### config.mk
export PLATFORM = sky130hd
export DESIGN_NAME = spi_tx_queue
export DESIGN_NICKNAME = d
export VERILOG_FILES = /design/src/rtl/spi_tx_queue.sv
export SDC_FILE = /design/constraint.sdc
export NUM_CORES = 1
export LEC_CHECK = 0
export CAP_MARGIN = 20
export CORE_MARGIN = 4
export CORE_UTILIZATION = 52
export DETAILED_ROUTE_END_ITERATION = 10
export GPL_TIMING_DRIVEN = 1
export PLACE_DENSITY = 0.8
export SYNTH_ARGS = -nofsm -noshare
export SYNTH_HDL_FRONTEND = slang
export SYNTH_SLANG_ARGS = --single-unit
### constraint.sdc
create_clock -name clk -period 2.5 [get_ports clk]
set_input_delay 0.375 -clock clk [delete_from_list [all_inputs] [get_ports clk]]
set_output_delay 0.375 -clock clk [all_outputs]
set_load 0.03 [all_outputs]
### src/rtl/spi_tx_queue.sv
// spi_tx_queue: transmit byte FIFO feeding an SPI slave's data_in.
// Pops one byte per rising edge of the (asynchronous) slave busy line,
// drives intr while data is pending, keeps sticky overflow/underrun flags.
// Optional build macro SPI_TX_QUEUE_STATUS_EN: an empty-FIFO transfer sends
// a status byte {1, overflow, underrun, count} instead of FILL_BYTE.
module spi_tx_queue #(
  parameter int unsigned DATA_WIDTH  = 8,
  parameter int unsigned DEPTH       = 16,
  parameter int unsigned AFULL_LEVEL = 12,
  parameter logic [DATA_WIDTH-1:0] FILL_BYTE = {DATA_WIDTH{1'b1}}
) (
  input  logic                    clk,
  input  logic                    rst,
  input  logic                    wr_en,
  input  logic [DATA_WIDTH-1:0]   wr_data,
  output logic                    full,
  output logic                    almost_full,
  output logic [$clog2(DEPTH):0]  count,
  input  logic                    spi_busy,
  output logic [DATA_WIDTH-1:0]   spi_data_in,
  output logic                    spi_data_in_valid,
  output logic                    intr,
  output logic                    overflow,
  output logic                    underrun,
  input  logic                    flags_clr
);

  localparam int unsigned PW = $clog2(DEPTH);
  localparam int unsigned CW = PW + 1;
  localparam logic [CW-1:0] DEPTH_C = CW'(DEPTH);
  localparam logic [CW-1:0] AFULL_C = CW'(AFULL_LEVEL);

  logic [DATA_WIDTH-1:0] mem_q [DEPTH];
  logic [PW-1:0]         wr_ptr_q, wr_ptr_d;
  logic [PW-1:0]         rd_ptr_q, rd_ptr_d;
  logic [CW-1:0]         count_q, count_d;
  logic [2:0]            busy_sync_q, busy_sync_d;
  logic [DATA_WIDTH-1:0] data_q, data_d;
  logic                  valid_q, valid_d;
  logic                  ovf_q, ovf_d;
  logic                  udr_q, udr_d;

  logic                  start_c;
  logic                  empty_c;
  logic                  pop_c;
  logic                  push_c;
  logic [DATA_WIDTH-1:0] fill_c;

  // Status outputs decoded from the registered occupancy.
  assign count             = count_q;
  assign full              = (count_q == DEPTH_C);
  assign almost_full       = (count_q >= AFULL_C);
  assign intr              = (count_q != '0);
  assign spi_data_in       = data_q;
  assign spi_data_in_valid = valid_q;
  assign overflow          = ovf_q;
  assign underrun          = udr_q;

`ifdef SPI_TX_QUEUE_STATUS_EN
  logic [DATA_WIDTH-4:0] count_lo_c;
  assign count_lo_c = (DATA_WIDTH-3)'(count_q);
  assign fill_c     = {1'b1, ovf_q, udr_q, count_lo_c};
`else
  assign fill_c = FILL_BYTE;
`endif

  // Next-state logic: busy edge detect, push/pop, output load, sticky flags.
  always_comb begin
    busy_sync_d = {busy_sync_q[1:0], spi_busy};
    start_c     = (busy_sync_q[2:1] == 2'b01);
    empty_c     = (count_q == '0);
    pop_c       = start_c && !empty_c;
    push_c      = wr_en && (!full || pop_c);

    wr_ptr_d = wr_ptr_q;
    rd_ptr_d = rd_ptr_q;
    count_d  = count_q;
    data_d   = data_q;
    valid_d  = 1'b0;
    ovf_d    = flags_clr ? 1'b0 : ovf_q;
    udr_d    = flags_clr ? 1'b0 : udr_q;

    if (push_c) wr_ptr_d = wr_ptr_q + PW'(1);
    if (pop_c)  rd_ptr_d = rd_ptr_q + PW'(1);

    case ({push_c, pop_c})
      2'b10:   count_d = count_q + CW'(1);
      2'b01:   count_d = count_q - CW'(1);
      default: count_d = count_q;
    endcase

    if (start_c) begin
      valid_d = 1'b1;
      data_d  = pop_c ? mem_q[rd_ptr_q] : fill_c;
    end

    if (wr_en && full && !pop_c) ovf_d = 1'b1;
    if (start_c && empty_c)      udr_d = 1'b1;
  end

  // Control and output registers with synchronous reset.
  always_ff @(posedge clk) begin
    if (rst) begin
      wr_ptr_q    <= '0;
      rd_ptr_q    <= '0;
      count_q     <= '0;
      busy_sync_q <= '0;
      data_q      <= '0;
      valid_q     <= 1'b0;
      ovf_q       <= 1'b0;
      udr_q       <= 1'b0;
    end else begin
      wr_ptr_q    <= wr_ptr_d;
      rd_ptr_q    <= rd_ptr_d;
      count_q     <= count_d;
      busy_sync_q <= busy_sync_d;
      data_q      <= data_d;
      valid_q     <= valid_d;
      ovf_q       <= ovf_d;
      udr_q       <= udr_d;
    end
  end

  // Storage array; contents are don't-care until written, pointers gate reads.
  always_ff @(posedge clk) begin
    if (!rst && push_c) mem_q[wr_ptr_q] <= wr_data;
  end

endmodule

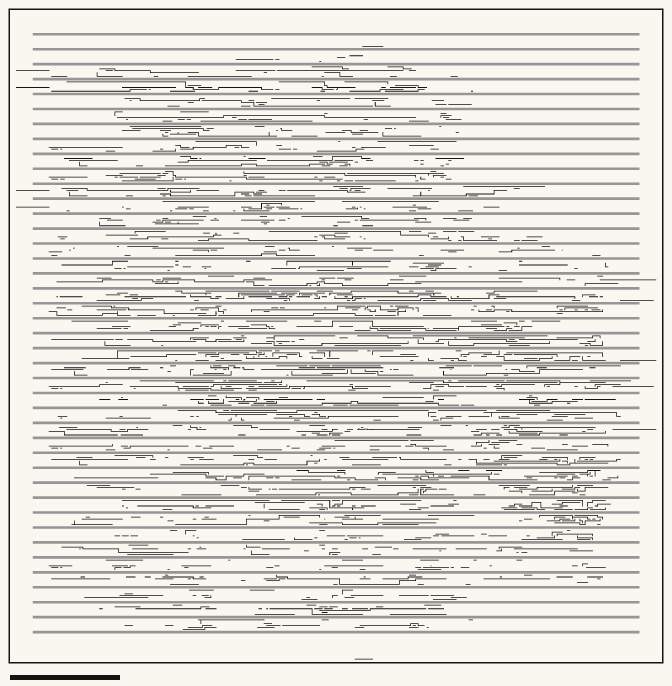
*Metal 1, run 1*
Scale bar: 20 um. Supply wires on this layer in gray.
wire length on this layer: 5240 um
main direction: horizontal
grt met1 use: 0.249
vias after detailed routing: 3611
DRT Wirelength: 12700 um

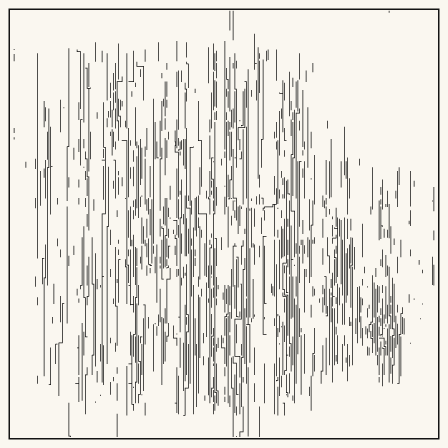
*The metal 2 layer, run 1*
wire length on this layer: 6240 um
longest straight run: 70.7 um
nets with wire on the layer: 414
main direction: vertical

==> results.py, run 1 <==
# Auto-generated metrics
metrics = {
    "cts": {
        "clk_latency_ns": 0.42,
        "post_cts_buffers": 0,
        "cts_buffers": 17,
        "cts_tree": "yes",
        "cts_resized": 2,
        "cts.sinks": 159,
        "holdBufCountCts": 0,
        "root_buffer": "clkbuf_16",
        "htreeDepth": 4,
        "clk_pin_slew_ns": 0.06,
        "clock_path_buffers": 2,
    },
    "worst_setup_path": {
        "reg2reg_from": "count[0]",
        "worstSetupStartpointType": "flip-flop",
        "reg2regPathDepth": 7,
        "cp_slowest_cell": "or4_4",
        "cp_cell_sequence": "or4_4 -> buf_4 -> nor2_1 -> dlygate4sd2_1",
        "ff2ff_setup_slack_ns": 0.18,
        "critPathRequiredTime_ns": 2.12,
        "worstSetupEndpointType": "primary output",
        "path_class": "reg -> out",
        "critPathBufInv": 2,
        "critical_path.top_delay_family": "simple AND/OR/NAND/NOR gates",
        "max_stage_delay_ns": 0.56,
        "cp_data_arrival_time_ns": 2.02,
        "reg2reg_to": "count[4]",
        "cp_max_fo": 5,
    },
    "power_and_ir_drop": {
        "comb_power_mw": 0.358,
        "power_switching_mw": 1.20,
        "combPwrFrac": 0.062,
        "p_leak_nw": 2.47,
        "powerSeq_mw": 2.92,
        "clock_power_share": 0.434,
        "switching_share": 0.208,
        "power_density_nw_per_um2": 764,
        "pg_clk_mw": 2.52,
        "p_seq_frac": 0.504,
        "power.group.top": "sequential cells",
        "max-vdd-ir-drop_v": 0.000479,
        "power.internal_mw": 4.59,
    },
    "grt": {
        "grt_max_degree": 32,
        "grt-busiest-layer": "met2",
        "grt_pass1_vias": 3592,
        "use_met2": 0.303,
        "antenna_found_initial": 0,
        "grt_pass1_wl_um": 19800,
        "grt_overflow_total": 0,
        "grt.total_usage": 0.189,
    },
    "yosys": {
        "ys_sh_simple": 0.0755,
        "postSynthAreaPerCell_um2": 16.0,
        "fp_nets": 418,
        "netlist_area_um2": 6370,
        "top_area_frac": 0.604,
        "synthTopLogicFamily": "multiplexers",
        "ys_cells": 399,
        "postSynthSeqShare": 0.701,
        "syn_inst": 399,
        "async_reset_ff_frac": 0,
        "area_leaders": "edfxtp_1 60%, dfxtp_1 9.7%, mux4_2 5.7%",
        "top_cell": "edfxtp_1",
        "mux_share": 0.117,
        "yosysChipArea_um2": 6370,
        "adder_share": 0.0118,
        "ff_type": "edfxtp_1",
        "synth_warnings": 0,
        "yosysTopAreaCell": "edfxtp_1",
        "synth-edff-count": 128,
        "ys_top_cells_by_count": "128 x edfxtp_1, 46 x nor2_1, 35 x mux2i_1",
        "ys_sh_xor": 0.00963,
        "synth.distinct_cells": 49,
        "synthAoiAreaFrac": 0.0588,
        "numSynthFlops": 159,
    },
    "sta": {
        "setup-violations-final": 0,
        "fmax_mhz": 418,
        "layout_min_cycle_time_ns": 2.39,
        "rsz0062_at_grt": "false",
        "fin_skew_ns": 0.00777,
        "period_used_share": 0.956,
        "worstMarginPinSlew_ns": 0.792,
        "maxSlewViolCount": 0,
        "fin_ws_ns": 0.109,
        "slew_headroom": 0.470,
        "hold_viol": 0,
    },
    "placed_design": {
        "post-place-ws_ns": 0.00134,
        "io_buffers": 31,
        "dp_hpwl_um": 8130,
        "finalWeightedCongestion": 0.909,
    },
    "final_layout": {
        "area_delta_synth_final_pct": 19.1,
        "nets": 479,
        "fin_util": 0.632,
        "drive_gt1_frac": 0.195,
        "antennaDiodeCount": 0,
        "final_common_cell": "edfxtp_1",
        "final_cell_mix": "128 x edfxtp_1, 46 x nor2_1, 35 x mux2i_1",
    },
    "floorplan": {
        "io_pins": 32,
        "die_y_um": 119,
        "die_width_um": 119,
        "rows": 40,
        "fp_util": 0.530,
        "core_area_um2": 12000,
        "die-area_um2": 14100,
    },
    "route": {
        "firstDrtPassIters": 5,
        "wl_met2_um": 6240,
        "drc": 0,
        "wl_met1_um": 5240,
        "top_layer_used": "met4",
        "antenna_left": 0,
        "viasPerCell": 5.83,
        "drt_iter0_markers": 310,
        "routedWlPerCell_um": 20.5,
        "wl_met3_um": 890,
    },
    "run_status": {
        "status": "completed",
    },
    "run": {
        "warnings": 30,
        "max-cap-violations": 0,
    },
    "worst_hold_path": {
        "whs_endpoint": "busy_sync_q[1]",
        "hold_depth": 1,
        "hold_path.class": "reg -> reg",
        "min_from": "busy_sync_q[0]",
    },
}
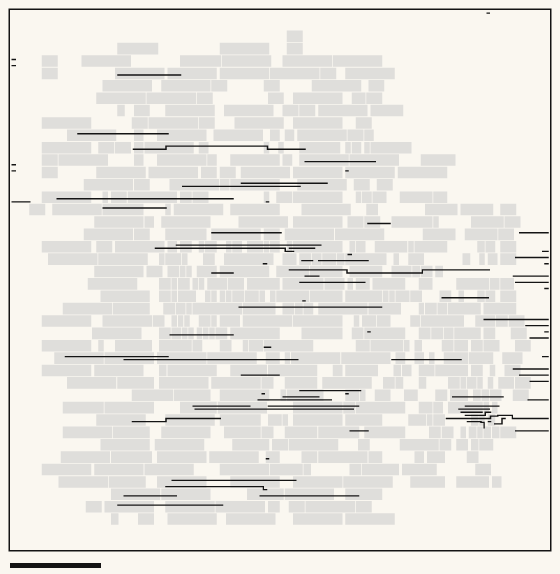
*Metal 3, run 1*
Scale bar: 20 um.
longest straight run: 38.6 um
main direction: horizontal
share of all routed wire: 7.0%
M3 GR Usage: 0.0512

run 1: registers in the layout, indices dropped and copies added, names as in the netlist, named ones only:
signal / count
spi_data_in: 8
rd_ptr_q: 4
count: 5
spi_data_in_valid: 1
wr_ptr_q: 4
overflow: 1
mem_q: 128
busy_sync_q: 3
underrun: 1
run 1: worst reg2reg max path, cell delays in order, from the launching register on:
cell and delay [ns]:
dfxtp_2 0.32, or4_4 0.56, o21ai_4 0.15, xnor2_1 0.14, ha_2 0.23, nand3_1 0.11, a2111oi_2 0.34, mux2_2 0.37
run 1: how the worst max path moves through the flow:
stage	startpoint	to	cells after the start
floorplan	count[1]	count[4]	9
global placement	wr_en	count[4]	8
detailed placement	wr_en	count[4]	8
CTS	count[1]	intr	4
global route	count[0]	full	4
finish	count[0]	full	4
run 1: cell families (layout without fill, tap and decap cells):
kind of cell / count (synthesis) / count (layout)
DFF: 159 / 159
and+or+nand+nor: 98 / 98
muxes: 54 / 54
AOI/OAI and AO/OA: 50 / 50
buffers and inverters: 25 / 98
xor gates and xnor gates: 7 / 7
adders and majority gates: 6 / 6
run 1: metrics by stage:
step	hold slack [ns]	total power [mW]	TNS, ns	instances	area, um2
6_report	0.441	5.79	0	619	7590
5_1_grt	0.463	5.97	0	619	7590
2_1_floorplan	0.414	3.17	-0.0319	399	6390
3_5_place_dp	0.437	3.32	0	588	7000
4_1_cts	0.443	5.81	0	619	7580
3_3_place_gp	0.429	3.31	0	588	7000
run 1: layout make-up:
class	count	area (um2)
clock buffers	19	433
well taps	147	184
clock inverters	12	145
multi-input cells	215	1760
flip-flops and latches	159	4470
inverters	4	15.0
fillers	868	4430
repair buffers	63	577
### Clock nets, run 1

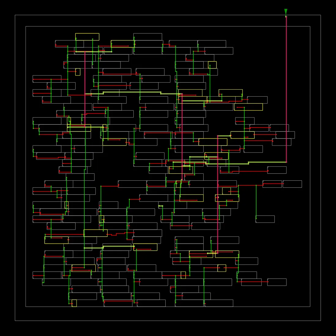

--- run 2 (diff from run 1) ---
--- a/config.mk
+++ b/config.mk
@@ -7,10 +7,11 @@
 export LEC_CHECK = 0
 export CAP_MARGIN = 20
 export CORE_MARGIN = 4
-export CORE_UTILIZATION = 52
+export CORE_UTILIZATION = 30
 export DETAILED_ROUTE_END_ITERATION = 10
 export GPL_TIMING_DRIVEN = 1
-export PLACE_DENSITY = 0.8
+export PLACE_DENSITY = 0.54
 export SYNTH_ARGS = -nofsm -noshare
 export SYNTH_HDL_FRONTEND = slang
 export SYNTH_SLANG_ARGS = --single-unit
+export TNS_END_PERCENT = 5
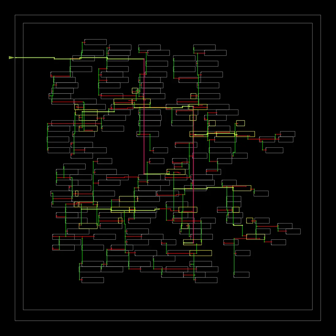
*Clock nets, run 2*
worst skew pair latency: 0.42 ns
CTS Buf Count: 17
P_clk: 2.52 mW

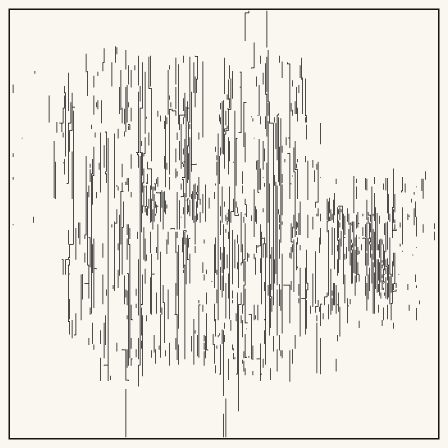
*The metal 2 layer, run 2*
main direction: vertical
wire length on this layer: 6440 um
global-route met2 utilization: 0.186
vias after detailed routing: 3580

==> run 2 against run 1 <==
Net effect: wire length grew 9.5%; flip-flop count is the same; count of clock-buffer cells in the layout shrank 2; fmax is essentially flat; critical path type is now reg -> reg; cell count grew 21%; core utilization shrank 26 points; largest cell class unchanged; combinational power shrank 3%; area after synthesis is the same; sequential share of layout area shrank 1.0 points; register-to-register slack lost 0.07 ns; synthesized cell count is the same.
==> results.py, run 2 <==
# Auto-generated metrics
metrics = {
    "floorplan": {
        "die_y_um": 154,
        "fp_util": 0.304,
        "rows": 53,
        "die_width_um": 154,
        "die-area_um2": 23600,
        "io_pins": 32,
        "core_area_um2": 21000,
    },
    "placed_design": {
        "dpl.cell_count": 716,
        "io_buffers": 31,
        "finalWeightedCongestion": 0.836,
    },
    "grt": {
        "grt_max_degree": 49,
        "grt_pass1_vias": 3636,
        "grt.total_usage": 0.121,
        "grt_pass1_wl_um": 21500,
        "use_met1": 0.170,
        "grt-busiest-layer": "met2",
    },
    "yosys": {
        "synth-edff-count": 128,
        "top_area_frac": 0.604,
        "synthTopLogicFamily": "multiplexers",
        "syn_inst": 399,
        "ys_sh_simple": 0.0755,
        "fp_nets": 418,
        "area_leaders": "edfxtp_1 60%, dfxtp_1 9.7%, mux4_2 5.7%",
        "postSynthSeqShare": 0.701,
        "top_cell": "edfxtp_1",
        "ff_type": "edfxtp_1",
        "adder_share": 0.0118,
        "ys_top_cells_by_count": "128 x edfxtp_1, 46 x nor2_1, 35 x mux2i_1",
        "netlist_area_um2": 6370,
        "synth.distinct_cells": 49,
        "yosysChipArea_um2": 6370,
        "async_reset_ff_frac": 0,
        "numSynthFlops": 159,
        "mux_share": 0.117,
        "synthAoiAreaFrac": 0.0588,
        "yosysTopAreaCell": "edfxtp_1",
        "ys_sh_xor": 0.00963,
        "synth_warnings": 0,
    },
    "final_layout": {
        "final_common_cell": "edfxtp_1",
        "largest_reg_flops": 128,
        "antennaDiodeCount": 0,
        "fin_util": 0.369,
        "fillerInstances": 2028,
        "stdcell_count": 748,
        "final_cell_mix": "128 x edfxtp_1, 46 x nor2_1, 35 x mux2i_1",
    },
    "sta": {
        "slew_headroom": 0.420,
        "maxSlewViolCount": 0,
        "worstMarginPinSlew_ns": 0.866,
        "rsz0062_at_grt": "false",
        "whs_ns": 0.449,
        "layout_min_cycle_time_ns": 2.39,
        "fin_skew_ns": 0.00931,
        "setup_tns_ns": 0,
        "period_used_share": 0.957,
        "fmax_mhz": 418,
        "setup-violations-final": 0,
    },
    "worst_setup_path": {
        "worstSetupEndpointType": "flip-flop",
        "critPathRequiredTime_ns": 2.80,
        "critical_path.top_delay_family": "simple AND/OR/NAND/NOR gates",
        "cp_max_fo": 9,
        "cp_cell_sequence": "or4_4 -> o21ai_4 -> xnor2_1 -> ha_2 -> nand3_1 -> a2111oi_2 -> mux2_2",
        "path_class": "reg -> reg",
        "cp_slowest_cell": "or4_4",
    },
    "route": {
        "antenna_left": 0,
        "routedWlPerCell_um": 18.6,
        "viasPerCell": 4.79,
        "drt_wl_total_um": 13900,
        "drc": 0,
        "firstDrtPassIters": 5,
    },
    "worst_hold_path": {
        "hold_path.class": "reg -> reg",
    },
    "power_and_ir_drop": {
        "clock_power_share": 0.435,
        "power_switching_mw": 1.29,
        "switching_share": 0.222,
        "power.internal_mw": 4.51,
        "max-vdd-ir-drop_v": 0.000419,
        "p_leak_nw": 2.44,
        "power_density_nw_per_um2": 751,
        "combPwrFrac": 0.060,
    },
    "cts": {
        "clock_path_buffers": 2,
        "root_buffer": "clkbuf_16",
        "clk_pin_slew_ns": 0.06,
        "htreeDepth": 4,
    },
    "run": {
        "warnings": 30,
        "max-cap-violations": 0,
    },
    "run_status": {
        "status": "completed",
    },
}
## run 2: metrics by stage
step	worst slack, ns	area, um2
after floorplan	-0.0319	6390
after global placement	0.0182	7150
after detailed placement	-0.0532	7150
after CTS	0.0306	7730
after global routing	0.0307	7720
final	0.108	7720
## run 2: cell type report
cell class | instances | area [um2] | area share
Timing Repair Buffer | 63 | 558 | 0.0723
Clock inverter | 15 | 156 | 0.0203
Sequential cell | 159 | 4470 | 0.579
Clock buffer | 17 | 425 | 0.0551
Tap cell | 275 | 344 | 0.0446
Inverter | 4 | 15.0 | 0.00194
Multi-Input combinational cell | 215 | 1750 | 0.227
## run 2: timing repair
action,in CTS,in global routing
gates cloned,0,0
endpoints found under the hold margin,0,0
endpoints found under the setup margin,1,1
resized,1,2
## run 2: final timing paths
path / end / cells after the start / from / slack, ns
hold / removal: busy_sync_q[1] / 1 / busy_sync_q[0] / 0.45
hold reg to reg: busy_sync_q[1] / 1 / busy_sync_q[0] / 0.45
setup reg to reg: count[4] / 7 / count[0] / 0.11
setup / recovery: count[4] / 7 / count[0] / 0.11
## run 2: worst register-to-register path, stage by stage, from the launching register on
cell       delay (ns)
dfxtp_2          0.38
or4_4            0.57
o21ai_4          0.16
xnor2_1          0.16
ha_2             0.24
nand3_1          0.10
a2111oi_2        0.31
mux2_2           0.37
## run 2: per-layer routing
layer,vias up,wire length [um]
met2,101,6440
met1,1799,6470
li1,1670,-
met3,10,804
met5,-,0
met4,0,203
## run 2: power by group through the flow
stage	logic (mW)	clock network [mW]	registers (mW)
detailed placement	0.350	0	2.98
global placement	0.342	0	2.98
finish	0.349	2.52	2.93
global route	0.377	2.71	2.93
floorplan	0.173	0	3.00
CTS	0.351	2.58	2.93
No activity file was given, so power comes from the tool's default toggle rates.
